==> images/clock_map.png <==
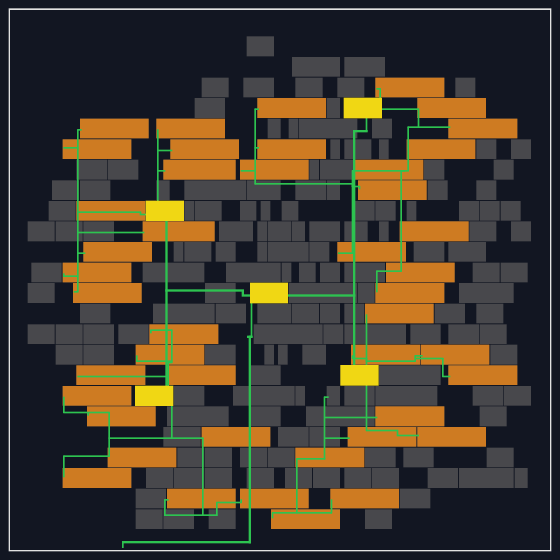
==> images/cell_classes.png <==
Scale bar: 20 um. Fill, decap, tap and diode cells in gray.
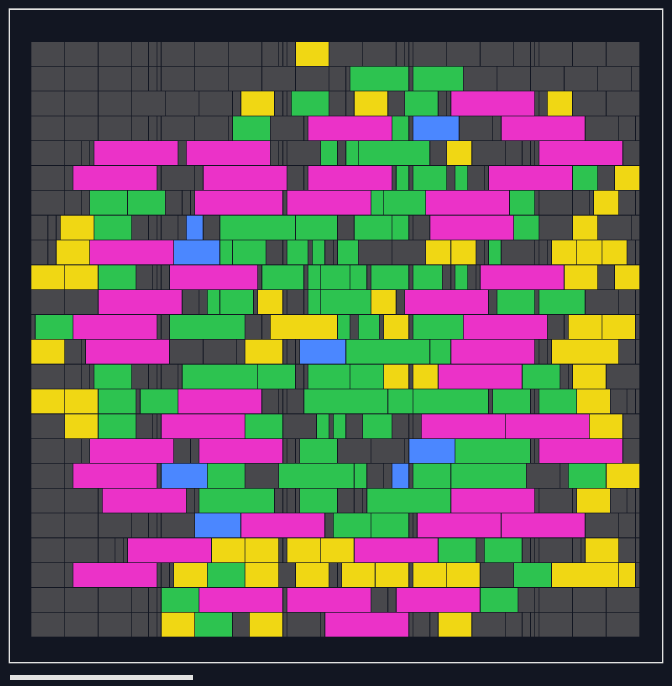
==> images/pdn.png <==
Pins as bars on the die edge. Tap cells in gray.
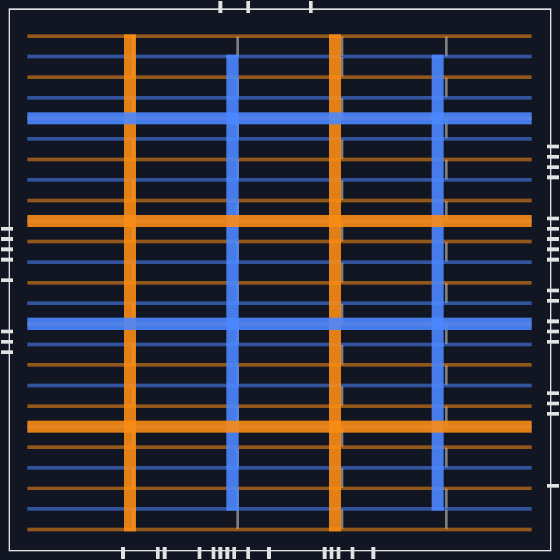
==> images/final_placement.png <==
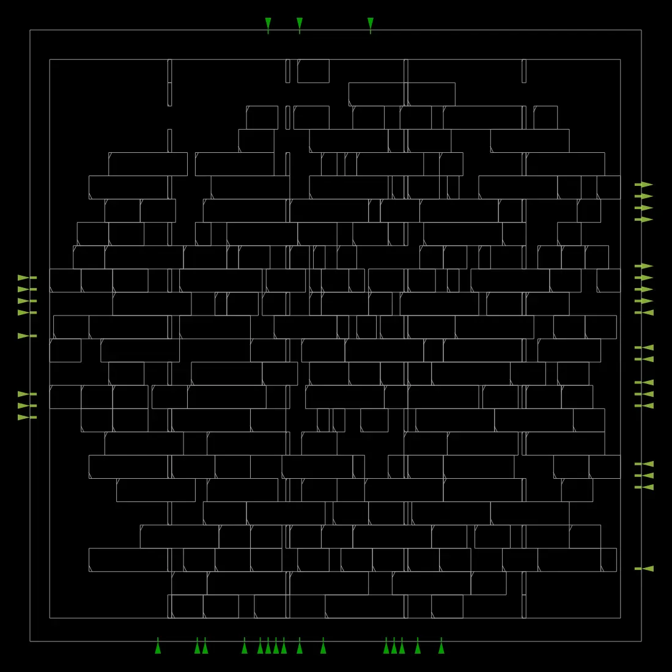
==> images/met2.png <==
Scale bar: 20 um.
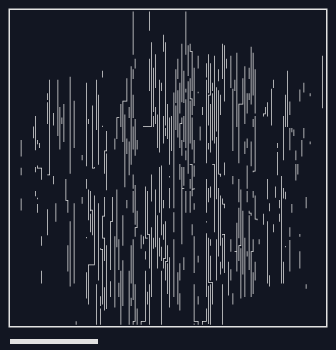
$ cat config.mk
export PLATFORM = sky130hd
export DESIGN_NAME = seq_magnitude_comparator
export DESIGN_NICKNAME = d
export VERILOG_FILES = /design/src/rtl/seq_magnitude_comparator.sv
export SDC_FILE = /design/constraint.sdc
export NUM_CORES = 1
export LEC_CHECK = 0
export CORE_MARGIN = 2
export CORE_UTILIZATION = 45
export DETAILED_ROUTE_END_ITERATION = 10
export HOLD_SLACK_MARGIN = 0.05
export PLACE_DENSITY = 0.86
export SLEW_MARGIN = 20
export SYNTH_ARGS = -nofsm -noshare
export SYNTH_HDL_FRONTEND = slang
export SYNTH_SLANG_ARGS = --single-unit
$ cat constraint.sdc
create_clock -name clk -period 2.5 [get_ports clk]
set_clock_uncertainty 0.1 [all_clocks]
set_input_delay 0.75 -clock clk [delete_from_list [all_inputs] [get_ports clk]]
set_output_delay 0.75 -clock clk [all_outputs]
set_load 0.1 [all_outputs]
$ cat src/rtl/seq_magnitude_comparator.sv
// Multi-cycle magnitude comparator: walks the latched operands CHUNK bits per clock,
// MSB chunk first, and stops on the first chunk that differs.
//
// state   | meaning
// --------+--------------------------------------------------------------
// IDLE    | waiting for start; results from the last compare are held
// COMPARE | examining chunk idx_q of the latched operands, one per edge
module seq_magnitude_comparator #(
   parameter int WIDTH = 16,
   parameter int CHUNK = 4
) (
   input  logic                              clk,
   input  logic                              rst_n,
   input  logic                              start,
   input  logic                              signed_mode,
   input  logic [WIDTH-1:0]                  a,
   input  logic [WIDTH-1:0]                  b,
   output logic                              busy,
   output logic                              done,
   output logic                              equal,
   output logic                              greater,
   output logic                              lesser,
   output logic [$clog2(WIDTH/CHUNK+1)-1:0]  cycles
);

   localparam int NUM_CHUNKS = WIDTH / CHUNK;
   localparam int IDX_W      = (NUM_CHUNKS > 1) ? $clog2(NUM_CHUNKS) : 1;
   localparam int CNT_W      = $clog2(NUM_CHUNKS + 1);
   localparam logic [IDX_W-1:0] IDX_TOP = IDX_W'(NUM_CHUNKS - 1);

   typedef enum logic {IDLE, COMPARE} state_t;

   state_t             state_q, state_d;
   logic [IDX_W-1:0]   idx_q, idx_d;
   logic [WIDTH-1:0]   a_q, a_d, b_q, b_d;
   logic               sgn_q, sgn_d;
   logic               busy_q, busy_d, done_q, done_d;
   logic               equal_q, equal_d, greater_q, greater_d, lesser_q, lesser_d;
   logic [CNT_W-1:0]   cycles_q, cycles_d;

   logic [CHUNK-1:0]   chunk_a, chunk_b;
   logic               sign_split;

   assign chunk_a = a_q[int'(idx_q)*CHUNK +: CHUNK];
   assign chunk_b = b_q[int'(idx_q)*CHUNK +: CHUNK];
   // Only the top chunk can settle a signed compare by sign alone; below it the
   // bits are plain magnitude once the signs are known to match.
   assign sign_split = sgn_q && (idx_q == IDX_TOP) && (a_q[WIDTH-1] != b_q[WIDTH-1]);

   always_comb begin
      state_d   = state_q;
      idx_d     = idx_q;
      a_d       = a_q;
      b_d       = b_q;
      sgn_d     = sgn_q;
      busy_d    = busy_q;
      done_d    = 1'b0;
      equal_d   = equal_q;
      greater_d = greater_q;
      lesser_d  = lesser_q;
      cycles_d  = cycles_q;
      case (state_q)
         IDLE: begin
            if (start) begin
               state_d = COMPARE;
               a_d     = a;
               b_d     = b;
               sgn_d   = signed_mode;
               idx_d   = IDX_TOP;
               busy_d  = 1'b1;
            end
         end
         COMPARE: begin
            if (sign_split || (chunk_a != chunk_b) || (idx_q == '0)) begin
               state_d  = IDLE;
               busy_d   = 1'b0;
               done_d   = 1'b1;
               cycles_d = CNT_W'(NUM_CHUNKS - int'(idx_q));
               if (sign_split) begin
                  equal_d   = 1'b0;
                  greater_d = b_q[WIDTH-1];
                  lesser_d  = a_q[WIDTH-1];
               end else begin
                  equal_d   = (chunk_a == chunk_b);
                  greater_d = (chunk_a > chunk_b);
                  lesser_d  = (chunk_a < chunk_b);
               end
            end else begin
               idx_d = idx_q - 1'b1;
            end
         end
         default: state_d = IDLE;
      endcase
   end

   always_ff @(posedge clk or negedge rst_n) begin
      if (!rst_n) begin
         state_q   <= IDLE;
         idx_q     <= IDX_TOP;
         a_q       <= '0;
         b_q       <= '0;
         sgn_q     <= 1'b0;
         busy_q    <= 1'b0;
         done_q    <= 1'b0;
         equal_q   <= 1'b0;
         greater_q <= 1'b0;
         lesser_q  <= 1'b0;
         cycles_q  <= '0;
      end else begin
         state_q   <= state_d;
         idx_q     <= idx_d;
         a_q       <= a_d;
         b_q       <= b_d;
         sgn_q     <= sgn_d;
         busy_q    <= busy_d;
         done_q    <= done_d;
         equal_q   <= equal_d;
         greater_q <= greater_d;
         lesser_q  <= lesser_d;
         cycles_q  <= cycles_d;
      end
   end

   assign busy    = busy_q;
   assign done    = done_q;
   assign equal   = equal_q;
   assign greater = greater_q;
   assign lesser  = lesser_q;
   assign cycles  = cycles_q;

endmodule

==> impl_metrics.env <==
# flow metrics
export IMPL_gr_total_overflow=0
export IMPL_yosys_warnings=0
export IMPL_ys_top_logic_family="multiplexers"
export IMPL_fp_util_pct=47.0
export IMPL_rsz0062_at_grt="true"
export IMPL_drv_slew=0
export IMPL_setup_viol_count_final=5
export IMPL_vias_per_cell=5.38
export IMPL_postSynthSeqShare_pct=53.9
export IMPL_crit_path_end_kind="flip-flop"
export IMPL_outcome="finished, violations left"
export IMPL_nets=237
export IMPL_first_pass_iters=4
export IMPL_max_clock_freq_mhz=384
export IMPL_diodes=0
export IMPL_path_clk_slew_ns=0.08
export IMPL_hp_class="in -> async"
export IMPL_syn_inst=139
export IMPL_cts_tree="yes"
export IMPL_layout_setup_ws_ns=-0.106
export IMPL_crit_path_start="idx_q[0]"
export IMPL_cts_sinks=44
export IMPL_startpoint_type="flip-flop"
export IMPL_ys_sh_simple_pct=4.40
export IMPL_place_congestion=0.833
export IMPL_grt_max_degree=45
export IMPL_grt_pass1_wl_mm=6.90
export IMPL_hold_violations=0
export IMPL_yosys_cells=139
export IMPL_synth_distinct_cells=33
export IMPL_stdcell_count=248
export IMPL_worstReg2RegStart="idx_q[0]"
export IMPL_syn_area_mm2=0.00205
export IMPL_area_growth_pct=35.8
export IMPL_synthesis_nets=181
export IMPL_worstMarginPinSlew_ns=0.398
export IMPL_tool_warnings=30
export IMPL_fin_area_mm2=0.00278
export IMPL_yosys_area_share_xor_xnor_pct=0.428
export IMPL_fill_cells=310
export IMPL_whs_ns=0.317
export IMPL_cp_data_arrival_time_ns=2.70
export IMPL_wire_per_inst_um=16.6
export IMPL_syn_area_per_cell_um2=14.7
export IMPL_finalCritPeriodShare_pct=104
export IMPL_mux_share_pct=28.5
export IMPL_ys_flops=44
export IMPL_ys_area_mm2=0.00205
export IMPL_cts_buffers=5
export IMPL_ys_sh_adder_pct=3.67
export IMPL_grt_pass1_vias=1448
export IMPL_finalCriticalPeriod_ns=2.61
export IMPL_dp_cells=237
export IMPL_htreeDepth=2
export IMPL_cts_root_buf="clkbuf_8"
export IMPL_required_ns=2.59
export IMPL_ys_sh_aoi_pct=5.32
export IMPL_path_max_fanout=6
export IMPL_dp_hpwl_mm=2.95
export IMPL_io_buffers=43
export IMPL_ant_nets=0
export IMPL_ctsLongestPathBuffers=2
export IMPL_violations="setup timing"
Back to the opening pictures, clock_map.png:
[flip-flops] orange | count: 44
[clock wires] green | length: 480 um
[cells driving clock nets] yellow | count: 5
flops lie	spread over the die
routed clock nets	6
clock-net power: 0.000454 W
Latency at later pin: 0.30 ns
Clock Power Share: 14.6%

Back to the opening pictures, cell_classes.png:
class	color	cells	share of their area
other buffers and delay cells	yellow	55	20%
all other logic	green	89	36%
flops	magenta	44	41%
clock drivers and dummy loads	blue	8	3.4%
fraction of area in registers: 39.7%
core box area: 0.00435 mm2
Rows: 24

Back to the opening pictures, pdn.png:
net	color
VSS	orange
VDD	blue
signal pins	44
met5 straps	4
VDD IR max: 0.000534 V
die width: 71.4 um
Die Y: 71.4 um

Back to the opening pictures, final_placement.png:
Flops: 44
Core Util, Final: 63.9%

Back to the opening pictures, met2.png:
longest straight run	26.0 um
wire length on this layer	2110 um
Global Route met2 Usage: 30.2%
total length of routed wires: 4.13 mm
vias: 1335

[worst max-delay path: stages (launching register included)]
cell     delay, ns
dfstp_2       0.57
buf_12        0.13
mux4_2        0.54
ha_4          0.30
nand4_1       0.09
buf_4         0.17
o31ai_4       0.28
mux2_4        0.33
[synth_stat cells]
cell type  number  area [um2]
and2_1          1        6.26
nand2b_1        1        6.26
inv_1          10        37.5
clkbuf_1        1        3.75
a32o_1          1        10.0
a311oi_1        1        8.76
nand3_1         3        15.0
nand4_1         1        6.26
nor2b_1         1        6.26
mux2i_1         2        20.0
o22ai_1         1        6.26
and3_4          1        11.3
dfrtp_1        42        1050
o21a_1          2        15.0
buf_4           1        7.51
clkbuf_8        1        13.8
a32oi_1         1        8.76
xor2_1          1        8.76
and3_1          1        6.26
mux2_4          2        30.0
dfstp_2         2        52.6
o31ai_4         1        21.3
buf_2           3        15.0
mux4_1          1        26.3
a211o_1         1        8.76
and4b_1         1        10.0
nand2_1         3        11.3
mux2_2         31         349
mux4_2          7         158
nor2_1          3        11.3
o21ai_0         3        15.0
ha_1            6        75.1
a21o_1          2        15.0
[cell usage in the layout (no fill, tap or decap), drive strengths merged, types with 3 or more instances in the layout]
master         instances
mux4                   8
dfrtp                 42
buf                   21
nand3                  3
nand2                  3
clkdlybuf4s50         34
nor2                   3
clkbuf                 6
ha                     6
inv                   10
o21ai                  3
mux2                  33
[final cells by class]
cell class                      instances  area (um2)  area share [%]
Clock inverter                          2        10.0           0.360
Clock buffer                            6        82.6            2.97
Multi-Input combinational cell         79         945            34.0
Timing Repair Buffer                   55         537            19.3
Inverter                               10        37.5            1.35
Tap cell                               52        65.1            2.34
Sequential cell                        44        1100            39.7
[repair_timing]
item                       in CTS  in global routing
gates resized                   9                  3
setup buffers                   2                  1
setup endpoints to repair       9                  7
pin swaps                       3                  4
cloned                          0                  0
[state kept, by name, indices dropped and copies added, names as in the netlist, 2 cells and up]
register  flops
b_q          16
idx_q         2
a_q          16
cycles        3
[per-stage QoR]
| step | total power [W] | setup WS, ns | utilization, % | TNS [ns] |
|---|---|---|---|---|
| 3_5_place_dp | 0.00253 | -0.159 | 59.7 | -0.938 |
| 3_3_place_gp | 0.00245 | -0.0665 | 59.7 | -0.232 |
| 4_1_cts | 0.00308 | -0.0880 | 63.3 | -0.296 |
| 5_1_grt | 0.00330 | -0.201 | 63.9 | -0.898 |
| 2_1_floorplan | 0.00208 | -0.180 | - | -0.432 |
| 6_report | 0.00311 | -0.106 | 63.9 | -0.331 |
[where the power goes]
group | total (W) | leakage (nW) | internal [W] | switching (W)
sequential | 0.00109 | 0.518 | 0.000939 | 0.000154
clock | 0.000454 | 0.0510 | 0.000220 | 0.000233
combinational | 0.00156 | 0.681 | 0.000755 | 0.000809
[layer usage]
layer	up-vias	GRT usage, %	part of all wire, %
met1	672	22.8	42
met3	8	2.67	4.8
met2	38	30.2	51
met4	0	8.18	2.0
li1	617	-	-
met5	-	0	0
[path summary, 6_finish.rpt]
path	to	slack [ns]	cells after the start
min in group clk	busy	0.40	1
max reg2reg	cycles[1]	-0.11	7
max in group asynchronous	idx_q[1]	1.71	2
min	a_q[2]	0.32	2
max	cycles[1]	-0.11	7
min reg2reg	busy	0.40	1
Power figures rest on the tool's default switching activity, not on a simulated workload.
